==> config.mk <==
export PLATFORM = sky130hd
export DESIGN_NAME = mem_bus_arbiter_flat
export DESIGN_NICKNAME = d
export VERILOG_FILES = /design/src/rtl/mem_bus_arbiter_if.sv /design/src/rtl/mem_bus_arbiter.sv /design/src/flat_wrapper.sv
export SDC_FILE = /design/constraint.sdc
export NUM_CORES = 1
export LEC_CHECK = 0
export CAP_MARGIN = 20
export CORE_AREA = 2 2 131 133
export DETAILED_ROUTE_END_ITERATION = 8
export DIE_AREA = 0 0 133 135
export PLACE_DENSITY = 0.82
export SYNTH_ARGS = -nofsm -noshare
export SYNTH_HDL_FRONTEND = slang
export SYNTH_SLANG_ARGS = --single-unit
==> constraint.sdc <==
create_clock -name clk -period 4 [get_ports clk]
set_input_delay 0.6 -clock clk [delete_from_list [all_inputs] [get_ports clk]]
set_output_delay 0.6 -clock clk [all_outputs]
set_load 0.01 [all_outputs]
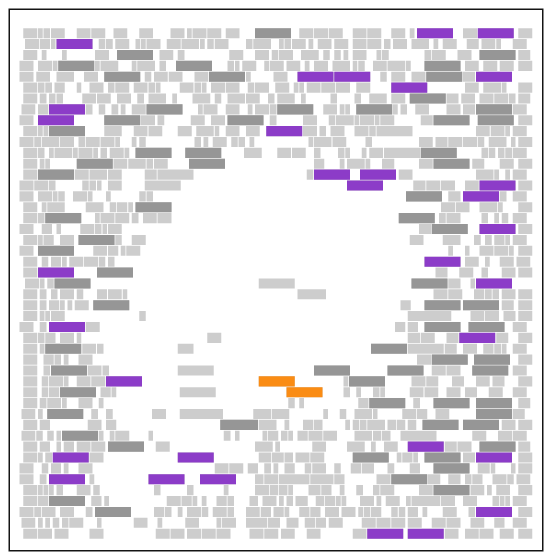
(sequential cells grouped by signal name)
Other sequential cells in the stronger grey, the rest of the logic in the fainter grey.
| colour | netlist name | placed flops |
|---|---|---|
| orange | u_core.owner | 2 |
| purple | u_core.bus.mem_addr | 32 |
not coloured: 69
fraction of area in registers: 0.279
Layout Utilization: 0.563
register area: 2580 um^2
sequential power: 1830 uW

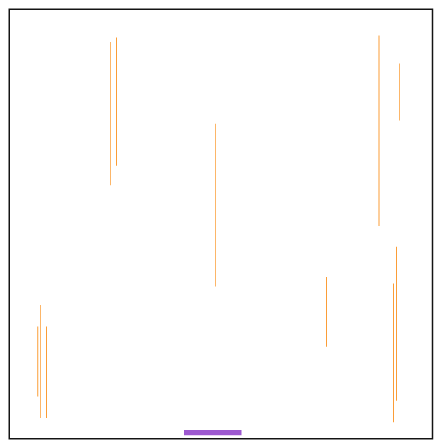
(metal layers overlaid)
Only two layers are drawn.
| colour | layer | wire length |
|---|---|---|
| orange | metal 4 | 413 um |
| purple | metal 5 | 16.6 um |
via count: 5,749
routed length per placed instance: 19.0 um
GRT Total Usage: 0.232
Total Wirelength: 21.2 mm

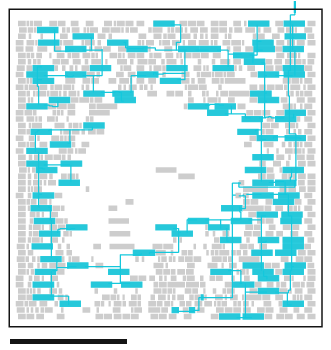
(port wiring)
Bar = 50 um.
| colour | port | bits | direction | edge | end cells | buffers | wire |
|---|---|---|---|---|---|---|---|
| cyan | rst_n | 1 | input | north | 106 | 3 | 1,050 um |
Buffers on Ports: 336
Ports: 337

==> reports/results.txt <==
outcome - finished clean
cts repair resizes - 0
Leak - 0.00366 uW
GPL Wtd Cong - 0.842
Cell Rows - 47
Yosys Chip Area - 5410 um^2
DRT Pass-1 Iters - 4
synthesized flop and latch total - 103
Required @ worst endpoint - 3.40 ns
Mapped Cells - 582
worst skew pair latency - 0.35 ns
Synth async-reset ratio - 1.00
Synthesized Nets - 822
element type at the critical path start - flop
first-pass GRT wire length - 32.3 mm
Tool Warnings - 32
# Cells Yosys - 582
critical path class - flop to output pin
Filler Cells Inserted - 1,453
core area - 16,400 um^2
FF-to-FF path depth - 9
vias in the first global route - 5,833
Slew Limit Headroom - 0.420
design area - 9240 um^2
number of post-CTS setup repair buffers - 0
pin count of the biggest net entering global routing - 67
critical path peak fanout - 6
Pwr per Cell Area - 798 nW/um^2
CP Capture Type - output pin
drt drc - 0
DP HPWL - 15.3 mm
nets@finish - 1,131
H-tree lvl count - 3
most frequent logic cells in the routed design - 335 x clkdlybuf4s50_1, 102 x dfrtp_1, 72 x nand2_1
Register-to-Register Setup Slack - 1.13 ns
slowest CP cell - dfstp_2
Setup Viol. Count Final - 0
main flop type - dfrtp_1
layout cells sized above 1 - 0.0770
die area - 18,000 um^2
Sink Count - 103
DP Area - 8910 um^2
clk slew on worst S/H paths - 0.08 ns
DP Worst Slack - 0.545 ns
Tmin final - 3.59 ns
FMAX - 0.279 GHz
logic depth of the worst path, buffers included - 8
Num CTS Buffers - 9
Die X-Extent - 133 um
Unique cell types - 36
Synth Area per Inst - 9.30 um^2
MaxCap Viol Count - 0
Mapped Area - 5410 um^2
cell breakdown of the critical path - inv_1 -> ha_1 -> mux2_4 -> a21oi_1 -> nand2_1 -> o21a_2 -> nor3b_1 -> clkdlybuf4s50_1
worst-margin pin slew - 0.869 ns
Final Cycle Share - 0.897
cell family contributing the most delay on the critical path - buffers and inverters
root buf cell - clkbuf_16
Synthesis Warnings - 0
post-route setup TNS - 0 ns
clk buf depth - 2
RSZ-0062 raised after global routing - false
Final Hold Violating Endpoints - 0
initial antenna violation count - 2
Area growth syn-to-layout - 70.6%
crit path DAT - 2.99 ns
sequential share of the synthesized area - 0.476
vias per cell - 5.15
post-route ant nets - 0
Hold-fix buffers, CTS - 0
grt ovf - 0
worst min-delay path class - input port to async pin
First DRT Iteration DRCs - 246
EDFF count, synth - 0
final worst setup slack - 0.413 ns
Top cell excl fill/tap - clkdlybuf4s50_1
Final Skew - 0.0121 ns
Slew Limit Fails - 0
total power - 7380 uW
vertical die size - 135 um
buffers and inverters on the worst path - 2
CP max stage delay - 0.56 ns
worst vdd ir - 0.535 mV
CTS tree - done
fp util - 0.330
## report_power, final
group / switching, uW / internal (uW) / total, uW
combinational: 2530 / 2050 / 4580
sequential: 275 / 1560 / 1830
clock: 412 / 555 / 968
## logic make-up after synthesis
family / synth area share
muxes: 0.00832
AOI/OAI and AO/OA: 0.256
DFF: 0.476
and+or+nand+nor: 0.184
adders and majority gates: 0.0185
buffers and inverters: 0.0564
## layout make-up
| type | instances | area [um^2] | area share |
|---|---|---|---|
| Clock buffer | 10 | 229 | 0.0248 |
| Antenna cell | 1 | 2.50 | 0.000271 |
| Tap cell | 220 | 275 | 0.0298 |
| Multi-Input combinational cell | 422 | 2550 | 0.277 |
| Timing Repair Buffer | 348 | 3480 | 0.376 |
| Sequential cell | 103 | 2580 | 0.279 |
| Clock inverter | 6 | 93.8 | 0.0102 |
| Inverter | 7 | 26.3 | 0.00284 |
## metrics by stage
stage	hold WS (ns)	cells
final	0.349	1117
after global routing	0.394	1117
after CTS	0.367	1116
after detailed placement	0.486	1100
after global placement	0.482	1100
after floorplan	0.304	582
## Yosys cell counts (all sizes together), types with 4 or more instances
| master | instances | area share |
|---|---|---|
| nand2 | 73 | 0.051 |
| nor2 | 70 | 0.049 |
| ha | 8 | 0.018 |
| nand2b | 4 | 0.0046 |
| inv | 7 | 0.0049 |
| buf | 32 | 0.039 |
| clkbuf | 18 | 0.012 |
| a21oi | 70 | 0.065 |
| nor3 | 67 | 0.062 |
| a22o | 32 | 0.052 |
| dfrtp | 102 | 0.47 |
| o21ai | 6 | 0.0055 |
| a211oi | 65 | 0.12 |
## metal layers
| layer | global-route usage | share of wire |
|---|---|---|
| met3 | 0.0788 | 0.096 |
| met4 | 0.0741 | 0.019 |
| met2 | 0.412 | 0.50 |
| met5 | 0 | 0.00075 |
| met1 | 0.264 | 0.38 |
No activity file was given, so power comes from the tool's default toggle rates.
